==> run_1/pinout.png <==
Scale bar: 20 µm. Pins as bars across the die edge, other pins in gray.
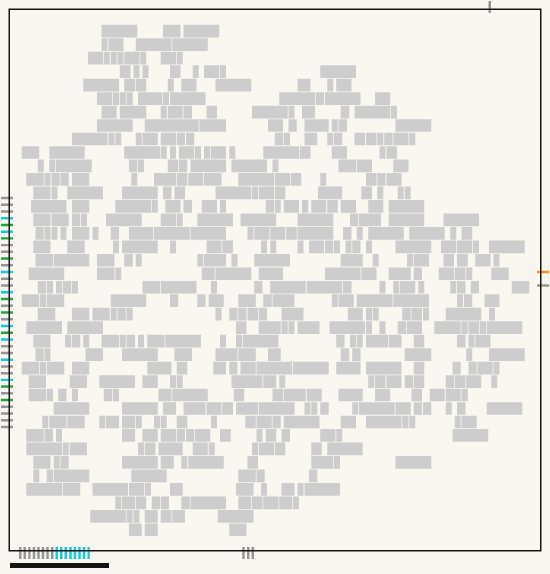
==> run_1/congestion_map.png <==
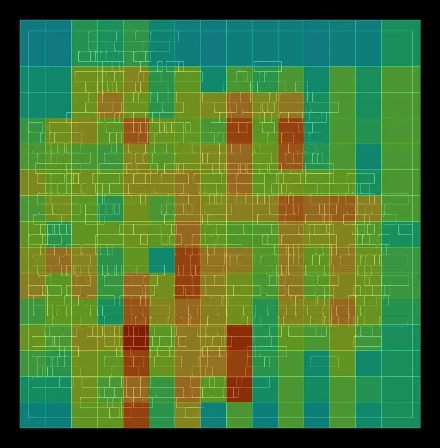
==> run_1/m3.png <==
Scale bar: 20 µm.
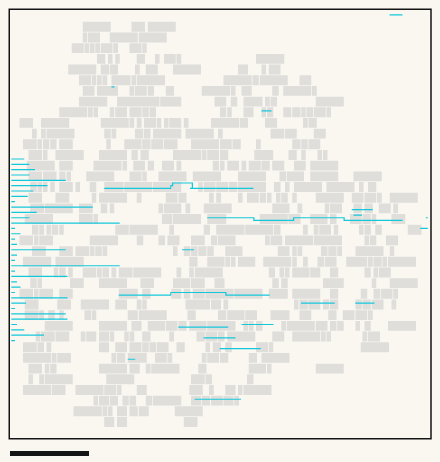
<file path="config.mk">
export PLATFORM = sky130hd
export DESIGN_NAME = dht11_poller
export DESIGN_NICKNAME = d
export VERILOG_FILES = /design/src/rtl/dht11_poller.sv
export SDC_FILE = /design/constraint.sdc
export NUM_CORES = 1
export LEC_CHECK = 0
export ABC_CLOCK_PERIOD_IN_PS = 4300
export CAP_MARGIN = 10
export CORE_AREA = 2 2 105 107
export DETAILED_ROUTE_END_ITERATION = 6
export DIE_AREA = 0 0 107 109
export GPL_TIMING_DRIVEN = 1
export MAX_ROUTING_LAYER = met4
export REMOVE_ABC_BUFFERS = 1
export SLEW_MARGIN = 40
export SYNTH_ARGS = -nofsm -noshare
export SYNTH_HDL_FRONTEND = slang
export SYNTH_SLANG_ARGS = --single-unit
export TNS_END_PERCENT = 10
</file>
<file path="constraint.sdc">
create_clock -name clk -period 4.3 [get_ports clk]
set_input_delay 0.86 -clock clk [delete_from_list [all_inputs] [get_ports clk]]
set_output_delay 0.86 -clock clk [all_outputs]
set_load 0.01 [all_outputs]
</file>
<file path="src/rtl/dht11_poller.sv">
// Schedules DHT11 start pulses (periodic or manual) with a minimum inter-read gap, supervises
// each read with timeout/retry and holds the last good humidity/temperature integer bytes.
// Latency: start 1 cycle after its condition holds; results 1 cycle after i_dht_done. Optional build macro: RANGE_CHECK_EN.
module dht11_poller #(
  parameter int CLK_HZ     = 100_000_000,
  parameter int PERIOD_MS  = 2000,
  parameter int MIN_GAP_MS = 1000,
  parameter int TIMEOUT_MS = 50,
  parameter int MAX_RETRY  = 3
) (
  input  logic        clk,
  input  logic        rst,
  input  logic        i_manual,
  input  logic        i_dht_done,
  input  logic        i_dht_valid,
  input  logic [15:0] i_humidity,
  input  logic [15:0] i_temperature,
  output logic        o_dht_start,
  output logic [7:0]  o_humidity,
  output logic [7:0]  o_temperature,
  output logic        o_data_valid,
  output logic        o_err,
  output logic        o_busy
);
  localparam int TICKS = CLK_HZ / 1000;
  localparam int TW    = (TICKS > 1) ? $clog2(TICKS) : 1;
  localparam int CW    = 16;
  localparam int RW    = $clog2(MAX_RETRY + 1);

  typedef enum logic [1:0] {S_IDLE, S_TRIG, S_WAIT, S_RETRY_GAP} state_t;

  state_t          r_state;
  state_t          w_next_state;
  logic [TW-1:0]   r_tick;
  logic [CW-1:0]   r_period;
  logic [CW-1:0]   r_gap;
  logic [CW-1:0]   r_timeout;
  logic [RW-1:0]   r_retry;
  logic            r_pending;
  logic [7:0]      r_hum;
  logic [7:0]      r_temp;
  logic            r_dv;
  logic            r_err;

  logic            w_ms_tick;
  logic            w_gap_full;
  logic            w_good;
  logic            w_read_ok;
  logic            w_read_fail;
  logic            w_fail_final;
  logic            w_read_end;
  logic            w_unused;

  assign w_ms_tick  = (r_tick == TW'(TICKS - 1));
  assign w_gap_full = (r_gap == CW'(MIN_GAP_MS));
  assign w_read_end = w_read_ok | w_read_fail;
  // Decimal bytes are never displayed.
  assign w_unused   = ^{i_humidity[7:0], i_temperature[7:0]};

`ifdef RANGE_CHECK_EN
  assign w_good = i_dht_valid && (i_humidity[15:8] <= 8'd99) && (i_temperature[15:8] <= 8'd50);
`else
  assign w_good = i_dht_valid;
`endif

  // State register.
  always_ff @(posedge clk) begin
    if (rst) r_state <= S_IDLE;
    else     r_state <= w_next_state;
  end

  // Next-state decode, read evaluation strobes and state-decoded outputs.
  always_comb begin
    w_next_state = r_state;
    w_read_ok    = 1'b0;
    w_read_fail  = 1'b0;
    w_fail_final = 1'b0;
    o_dht_start  = (r_state == S_TRIG);
    o_busy       = (r_state != S_IDLE);
    case (r_state)
      S_IDLE: begin
        if (((r_period == CW'(PERIOD_MS)) || r_pending) && w_gap_full) w_next_state = S_TRIG;
      end
      S_TRIG: w_next_state = S_WAIT;
      S_WAIT: begin
        // A done in the same cycle as the timeout takes priority over the timeout.
        if (i_dht_done && w_good) begin
          w_read_ok    = 1'b1;
          w_next_state = S_IDLE;
        end else if (i_dht_done || (r_timeout == CW'(TIMEOUT_MS))) begin
          w_read_fail = 1'b1;
          if (r_retry == RW'(MAX_RETRY - 1)) begin
            w_fail_final = 1'b1;
            w_next_state = S_IDLE;
          end else begin
            w_next_state = S_RETRY_GAP;
          end
        end
      end
      S_RETRY_GAP: begin
        if (w_gap_full) w_next_state = S_TRIG;
      end
      default: w_next_state = S_IDLE;
    endcase
  end

  // ms timebase and saturating period/gap/timeout counters; the timebase restarts at every
  // read end so the gap to the next start always spans whole milliseconds.
  always_ff @(posedge clk) begin
    if (rst) begin
      r_tick    <= '0;
      r_period  <= '0;
      r_gap     <= '0;
      r_timeout <= '0;
    end else begin
      r_tick <= (w_ms_tick || w_read_end) ? '0 : r_tick + 1'b1;
      if (w_read_ok || w_fail_final)                           r_period <= '0;
      else if (w_ms_tick && (r_period != CW'(PERIOD_MS)))      r_period <= r_period + 1'b1;
      if (w_read_end)                                          r_gap <= '0;
      else if (w_ms_tick && !w_gap_full)                       r_gap <= r_gap + 1'b1;
      if (r_state == S_TRIG)                                   r_timeout <= '0;
      else if ((r_state == S_WAIT) && w_ms_tick && (r_timeout != CW'(TIMEOUT_MS)))
        r_timeout <= r_timeout + 1'b1;
    end
  end

  // Manual request latch, retry count, error flag and held reading.
  always_ff @(posedge clk) begin
    if (rst) begin
      r_pending <= 1'b0;
      r_retry   <= '0;
      r_hum     <= '0;
      r_temp    <= '0;
      r_dv      <= 1'b0;
      r_err     <= 1'b0;
    end else begin
      if (r_state == S_TRIG)                    r_pending <= 1'b0;
      else if ((r_state == S_IDLE) && i_manual) r_pending <= 1'b1;
      if (w_read_ok) begin
        r_hum   <= i_humidity[15:8];
        r_temp  <= i_temperature[15:8];
        r_dv    <= 1'b1;
        r_err   <= 1'b0;
        r_retry <= '0;
      end else if (w_fail_final) begin
        r_err   <= 1'b1;
        r_retry <= '0;
      end else if (w_read_fail) begin
        r_retry <= r_retry + 1'b1;
      end
    end
  end

  assign o_humidity    = r_hum;
  assign o_temperature = r_temp;
  assign o_data_valid  = r_dv;
  assign o_err         = r_err;

endmodule

</file>
==> job_summary.md, run 1 <==
### Yosys + OpenROAD results

| Metric | Value |
|---|---|
| Filler Cells Inserted | 1,023 |
| Outcome | complete, no violations |
| Grt ovf | 0 |
| Worst hold path endpoint | o_humidity[6]$_SDFFE_PP0P_ |
| DR top layer | met4 |
| Fin cells | between 600 and 700 |
| Logic area | 2210 µm² |
| First-pass GRT wire length | 15,000 µm |
| Most numerous logic cells after layout | dfxtp_1 (88), nor2_1 (66), nand2_1 (65) |
| Period utilization | 0.646 |
| Worst R2R Setup Slack | 1690 ps |
| Top cell excl fill/tap | dfxtp_1 |
| Residual DRC | 0 |
| Htree depth | 3 |
| Synth-to-Final Area Change | 16.7% |
| Worst r2r src | r_timeout[6]$_SDFFE_PP0P_ |
| Post-synth EDFFs | 0 |
| Seq/total area | 0.364 |
| Core Util at FP | 0.391 |
| Clock buffers | 9 |
| Worst slack, placed | about 1100 ps |
| DR vias/cell | a little over 5 |
| HPWL after detailed placement | 5940 µm |
| Placed cell count | 654 |
| Area of the core | 10,600 µm² |
| Initial antenna violation count | 0 |
| Worst Hold Class | reg -> reg |
| Worst setup path class | in -> reg |
| Die Width | 107 µm |
| Yosys warns | 0 |
| Largest net degree at the start of global routing | 25 |
| Final setup TNS | 0 ps |
| Async set or reset register ratio after synthesis | 0 |
| DP Area | 4640 µm² |
| Worst skew pair latency | ~360 ps |
| CP peak stage delay | 640 ps |
| IO Port Bufs | 40 |
| Vias | about 3,400 |
| Syn Inst Count | about 500 |
| XOR-XNOR Cells, Area Fraction | 0.0993 |
| Fmax | 360 MHz |
| Ys flops | 88 |
| M1 WL | 4220 µm |
| Storage element area | about 1800 µm² |
| Reg2reg path depth | 5 |
| Post-Synthesis Cell Area | 4150 µm² |
| Lkg Pwr | 1.64 nW |
| Ys cells | between 400 and 500 |
| Largest cell class | combinational gates |
| Max-Cap Viols | 0 |
| Mapped Avg Cell Area | 8.41 µm² |
| Mux cell area share after synthesis | 0.00241 |
About pinout.png:
cyan -> i_temperature  # pins 16, direction input, edge 8 bottom, 8 left
green -> o_humidity  # pins 8, direction output, edge left
orange -> i_manual  # pins 1, direction input, edge right

About congestion_map.png:
final core occ: 0.456
wire per inst: 12.9 µm

About m3.png:
wire length on this layer = 446 µm
share of all routed wire = 5.2%

[run 1: registers in the layout (all words and copies together), names as in the netlist, 2 cells and up]
signal         count
r_state            2
r_tick            17
r_period          16
o_temperature      8
o_humidity         8
r_retry            2
r_gap             16
r_timeout         16
[run 1: routing by layer]
metal / vias up / global-route usage
met1: 1582 / 0.213
met4: 0 / 0.0603
met2: 70 / 0.246
met3: 8 / 0.0466
met5: - / -
li1: 1783 / -
[run 1: worst max-delay path, delay by kind of cell]
family,cells,cell delay (ps)
compound gates,2,920
buf+inv,1,490
simple gates,2,740
[run 1: where the power goes]
part	internal (mW)	switching (mW)
Combinational	0.0340	0.0401
Clock	0.268	0.299
Sequential	0.819	0.00490
==> inputs of run 2 (changes only) <==
- ABC_CLOCK_PERIOD_IN_PS: 4300 -> 2300
- clock period: 4.3 -> 2.3 ns (I/O delays scaled with it)
==> run_2/m1.png <==
Scale bar: 20 µm.
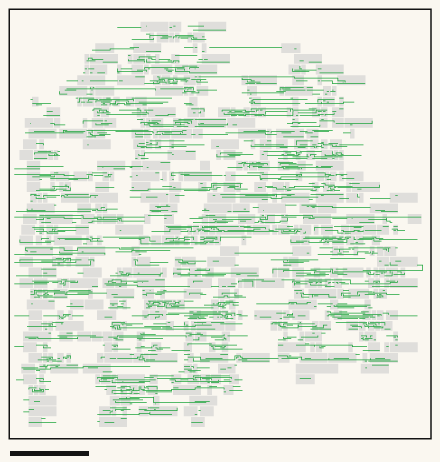
nets with wire on the layer = 527
share of all routed wire = 48%

==> run_2/pinout.png <==
Scale bar: 20 µm. Pins as bars across the die edge, other pins in gray.
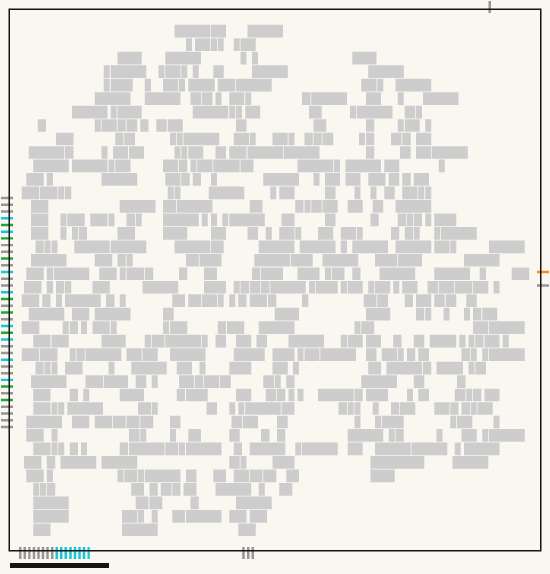
orange -> i_manual  # pins 1, direction input, edge right
cyan -> i_temperature  # pins 16, direction input, edge 8 bottom, 8 left
green -> o_humidity  # pins 8, direction output, edge left
all pins by edge = 35 left, 19 bottom, 2 right, 1 top

==> run 2 against run 1 <==
Clock power increased by 96%. Clock-buffer cell count is 2 higher. Cell area is 1.9% higher. Worst hold slack better by 0.87 ps. Clock skew shrank 1.6 ps. Via count rose by 1.7%. Synthesized cell count is the same. Sequential cell count did not move. Area after synthesis is the same. Critical endpoint is now o_dht_start. Largest cell class unchanged. Largest power group unchanged.
==> job_summary.md, run 2 <==
### Yosys + OpenROAD results

| Metric | Value |
|---|---|
| Reg2reg end | r_timeout[8]$_SDFFE_PP0P_ |
| CP peak stage delay | 600 ps (-40 ps) |
| Fmax | 457 MHz |
| Initial antenna violation count | 0 (unchanged) |
| Ys flops | 88 (unchanged) |
| Grt ovf | 0 (unchanged) |
| Core Util at FP | 0.391 (unchanged) |
| Total CTS buffers | 9 |
| Post-Synthesis Cell Area | 4150 µm² (unchanged) |
| Worst R2R Setup Slack | 150 ps (-1540 ps) |
| Period utilization | 0.952 |
| WHS | ~460 ps |
| Placed cell count | 665 (+1.7%) |
| Yosys warns | 0 (unchanged) |
| Vias | 3,503 (+1.7%) |
| Area of the core | 10,600 µm² (unchanged) |
| Yosys top cell by area | dfxtp_1 |
| PD cells | about 570 nW/µm² |
| First-pass GRT wire length | 15,700 µm (+4.3%) |
| Yosys adder share | 0.0362 |
| Mux cell area share after synthesis | 0.00241 (unchanged) |
| Worst slack, placed | 127 ps (-989 ps) |
| Most instantiated cells after synthesis | dfxtp_1 (88), nor2_1 (66), nand2_1 (65) |
| Worst Clk Skew | 11.7 ps |
| Worst r2r src | r_tick[0]$_SDFF_PP0_ |
| Final Cell Area | 4930 µm² |
| Distinct cells, synth | about 48 |
| Worst skew pair latency | 370 ps (about the same) |
| XOR-XNOR Cells, Area Fraction | 0.0993 (unchanged) |
| Fin cells | 681 (+1.6%) |
| Largest register FFs | 17 (unchanged) |
| Residual DRC | 0 (unchanged) |
| Worst setup path class | reg -> out |
| Synth-to-Final Area Change | 18.9% |
| Die Width | 107 µm (unchanged) |
| Ys cells | 493 (unchanged) |
| Async set or reset register ratio after synthesis | 0 (unchanged) |
| Crit path max-delay family | buffers and inverters |
| DIE HEIGHT | roughly 110 µm |
| CTS tree | yes |
| Post-synth EDFFs | 0 (unchanged) |
| Largest net degree at the start of global routing | 22 (-12%) |
| Reg2reg path depth | 6 (+1) |
| Hold_sp | o_humidity[5]$_SDFFE_PP0P_ |
| DRT iter0 DRCs | roughly 160 |
| Worst hold path endpoint | o_humidity[5]$_SDFFE_PP0P_ |
| DP Area | 4720 µm² (+1.8%) |
| Vias in the first global route | roughly 3,400 |
| Outcome | complete, no violations |
| IO Port Bufs | 40 (unchanged) |
| HPWL after detailed placement | 6210 µm (+4.7%) |
| Most numerous logic cells after layout | dfxtp_1 (88), nor2_1 (66), nand2_1 (65) |
| Biggest area cells | dfxtp_1 (42%), nor2_1 (6.0%), nand2_1 (5.9%) |
| Wire per inst | 13.1 µm (+1.3%) |
| Mapped Avg Cell Area | 8.41 µm² (unchanged) |
| Worst Max-Slew Pin Slew | 527 ps |
| Simple-Gate Area Share | 0.304 |
| CP Capture Type | output pin |
| Antenna violation net count after detailed routing | 0 |
| Setup slack after layout | 111 ps |
| Worst hold path depth | 2 |
| Final setup TNS | 0 ps (unchanged) |
| Finish-stage setup viols | 0 |
| Lkg Pwr | 1.70 nW (+3.6%) |
| Syn Inst Count | 493 (unchanged) |
| Critical path buffer and inverter count | 2 (+1) |
| Max-Cap Viols | 0 (unchanged) |
| Chip area | 11,700 µm² |
| Stages on the worst setup path | 3 (-2) |
| Final core occ | 0.465 (+0.00873) |
| Max clock buf depth | 2 |
| Diode count | 0 |
| Largest Register | r_tick |
| Top cell excl fill/tap | dfxtp_1 |
| DR vias/cell | 5.14 (about the same) |
| Worst Hold Class | reg -> reg |
| Htree depth | 3 (unchanged) |
| Slew headroom | 0.646 |
| Minimum clock period | 2190 ps |
[run 2: power breakdown]
group          internal (mW)  switching (mW)
combinational         0.0733          0.0764
sequential              1.53         0.00956
clock                  0.557           0.552
total                   2.16           0.638
[run 2: area by class of cell]
class,instances,area (µm²)
sequential,88,1760
timing repair buffer,53,498
clock buffer,11,151
fill,1039,5670
clock inverter,5,55.1
multi-input combinational,362,2210
tap,140,175
inverter,22,82.6
[run 2: per-layer routing]
metal  up-vias  share of wire  track usage
met5         -              0            -
met4         0          0.023       0.0742
met3        11          0.043       0.0508
met2        64           0.45        0.274
met1      1630           0.48        0.207
li1       1798              -            -
[run 2: timing repair]
item,in CTS,in global routing
setup endpoints to repair,0,3
hold buffers,0,0
buffers inserted,0,0
resized,0,1
==> inputs of run 3 (changes only) <==
- GPL_TIMING_DRIVEN: 1 -> 0
- SLEW_MARGIN: 40 -> 0
==> run_3/congestion_map.png <==
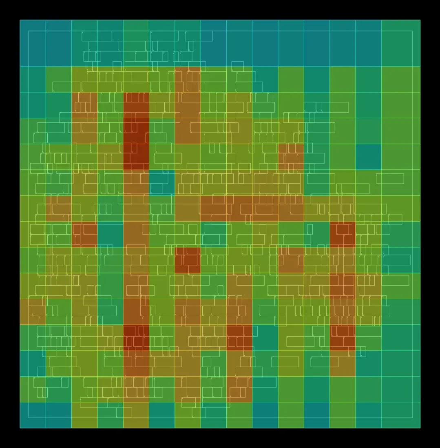
wire per inst: 13.0 µm
Total Routing Usage GR: 0.166
met1 Use GR: 0.210
grt met2 use: 0.254

==> run_3/pinout.png <==
Scale bar: 20 µm. Pins as bars across the die edge, other pins in gray.
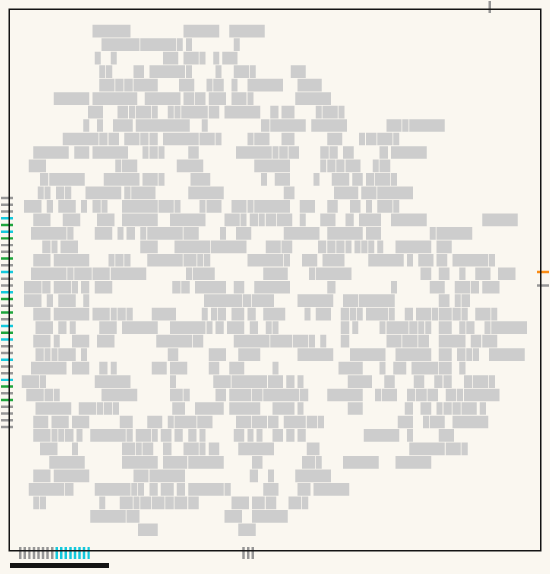
cyan -> i_temperature  # pins 16, direction input, edge 8 bottom, 8 left
orange -> i_manual  # pins 1, direction input, edge right
green -> o_humidity  # pins 8, direction output, edge left
all pins by edge = 35 left, 19 bottom, 2 right, 1 top

==> run 3 against run 2 <==
Sequential cell count did not move. Worst hold slack better by 0.95 ps. Via count is 1.5% lower. Final cell count is 1.2% lower. Clock skew is 4.4 ps lower. Routed wire length down 1.6%. Clock power is essentially flat. Sequential power barely moved. Largest cell class unchanged. Non-clock buffer count is 8 lower. Synthesized cell count unchanged. Register-to-register slack hardly changed. Clock-buffer cell count shrank 2.
==> job_summary.md, run 3 <==
### Yosys + OpenROAD results

| Metric | Value |
|---|---|
| First-pass GRT wire length | 15,000 µm (-4.2%) |
| Residual DRC | 0 (unchanged) |
| Worst Max-Slew Pin Slew | 981 ps (+454 ps) |
| Final Cell Area | 4910 µm² (-0.36%) |
| Area of the core | 10,600 µm² (unchanged) |
| PD cells | 563 nW/µm² (-0.90%) |
| Syn Inst Count | 493 (unchanged) |
| Finish-stage setup viols | 0 (unchanged) |
| Initial antenna violation count | 0 (unchanged) |
| Yosys top cell by area | dfxtp_1 |
| Grt ovf | 0 (unchanged) |
| Worst hold path depth | 2 (unchanged) |
| Dominant kind of combinational cell | simple AND/OR/NAND/NOR gates |
| Mapped Avg Cell Area | 8.41 µm² (unchanged) |
| Top power group | registers |
| Largest net degree at the start of global routing | 27 (+23%) |
| Hold_sp | o_temperature[4]$_SDFFE_PP0P_ |
| Worst setup path class | reg -> out |
| Clock power frac | 0.391 (-0.005) |
| Filler Cells Inserted | 1,020 (-1.8%) |
| Worst Hold Class | reg -> reg |
| Internal power | 2.10 mW (-2.7%) |
| Critical path buffer and inverter count | 2 (unchanged) |
| Worst r2r src | r_tick[0]$_SDFF_PP0_ |
| CTS tree | yes |
| WHS | 459 ps (+0.946 ps) |
| Lkg Pwr | 1.66 nW (-2.1%) |
| Sw frac | 0.239 (+0.0114) |
| Seq pwr share | 0.558 (+0.008) |
| Seq pwr | 1.54 mW (about the same) |
| Post-CTS Hold Buffers | 0 (unchanged) |
| CTS root buf | clkbuf_8 |
| Tool warning count | 48 |
| Distinct cells, synth | 48 (unchanged) |
| Mux cell area share after synthesis | 0.00241 (unchanged) |
| Crit path max-delay family | buffers and inverters |
| DP Area | 4620 µm² (-2.1%) |
| Fin cells | 673 (-1.2%) |
| CP Capture Type | output pin |
| Synth-to-Final Area Change | 18.5% |
| Vias in the first global route | 3,278 (-4.4%) |
| Total CTS buffers | 9 (unchanged) |
| Worst Clk Skew | 7.32 ps (-4.42 ps) |
| Setup slack after layout | 132 ps (+20.5 ps) |
| M1 WL | 4380 µm (+2.0%) |
| CP required | 1840 ps |
| XOR-XNOR Cells, Area Fraction | 0.0993 (unchanged) |
| Biggest area cells | dfxtp_1 (42%), nor2_1 (6.0%), nand2_1 (5.9%) |
| Worst R2R Setup Slack | 140 ps (about the same) |
| Post-CTS Setup Repair Bufs | 1 (+1) |
| Period utilization | 0.943 (-0.00889) |
| Antenna violation net count after detailed routing | 0 (unchanged) |
| HPWL after detailed placement | 5840 µm (-6.0%) |
| Htree depth | 3 (unchanged) |
| Routing usage on met3 | 0.0424 (-0.00837) |
| Die Width | 107 µm (unchanged) |
| Worst hold path endpoint | o_temperature[4]$_SDFFE_PP0P_ |
| Outcome | complete, no violations |
| Worst skew pair latency | 360 ps (about the same) |
| Diode count | 0 (unchanged) |
| DRT iter0 DRCs | 156 (-0.64%) |
| Yosys warns | 0 (unchanged) |
| Fmax | 461 MHz (+0.94%) |
| Chip area | 11,700 µm² (unchanged) |
| Max-Cap Viols | 0 (unchanged) |
| Critical path's slowest cell | clkdlybuf4s50_1 |
| Stages on the worst setup path | 3 (unchanged) |
| Post-Synthesis Cell Area | 4150 µm² (unchanged) |
| Worst slack, placed | -779 ps (-906 ps) |
| DIE HEIGHT | 109 µm (unchanged) |
| Top cell excl fill/tap | dfxtp_1 |
| Ys cells | 493 (unchanged) |
| Total clock network power | 1.08 mW (about the same) |
| IO Port Bufs | 40 (unchanged) |
| Post-synth EDFFs | 0 (unchanged) |
| Reg2reg end | r_timeout[8]$_SDFFE_PP0P_ |
| DR vias/cell | 5.13 (-0.34%) |
| Global-route layer with the greatest usage | met2 |
| P_sw | 0.662 mW (+3.7%) |
| Largest Register | r_tick |
| Largest register FFs | 17 (unchanged) |
| Vias | 3,450 (-1.5%) |
| Reg2reg path depth | 6 (unchanged) |
| Wire length on met3 | 399 µm (+5.6%) |
| # resized after CTS | 6 (+6) |
## run 3: cell count changes in the layout (fill, tap and decap cells not counted), moves of 2 or more
cell,before,now
dfxtp_2,0,2
dfxtp_1,88,86
clkinvlp_4,2,0
and4_4,0,2
buf_4,13,5
clkbuf_8,11,9
clkinv_4,0,2
## run 3: metrics by stage
stage | setup TNS [ps] | util
final | 0 | 0.463
after global routing | 0 | 0.463
after global placement | -23940 | 0.436
after floorplan | 0 | -
after detailed placement | -24820 | 0.436
after CTS | -395 | 0.457
## run 3: final cells by class
cell class	count	area, µm²	share of cell area
Multi-Input combinational cell	362	2260	0.460
Sequential cell	88	1760	0.359
Inverter	22	82.6	0.0168
Clock inverter	7	71.3	0.0145
Tap cell	140	175	0.0357
Timing Repair Buffer	45	437	0.0889
Clock buffer	9	124	0.0252
No activity file was given, so power comes from the tool's default toggle rates.
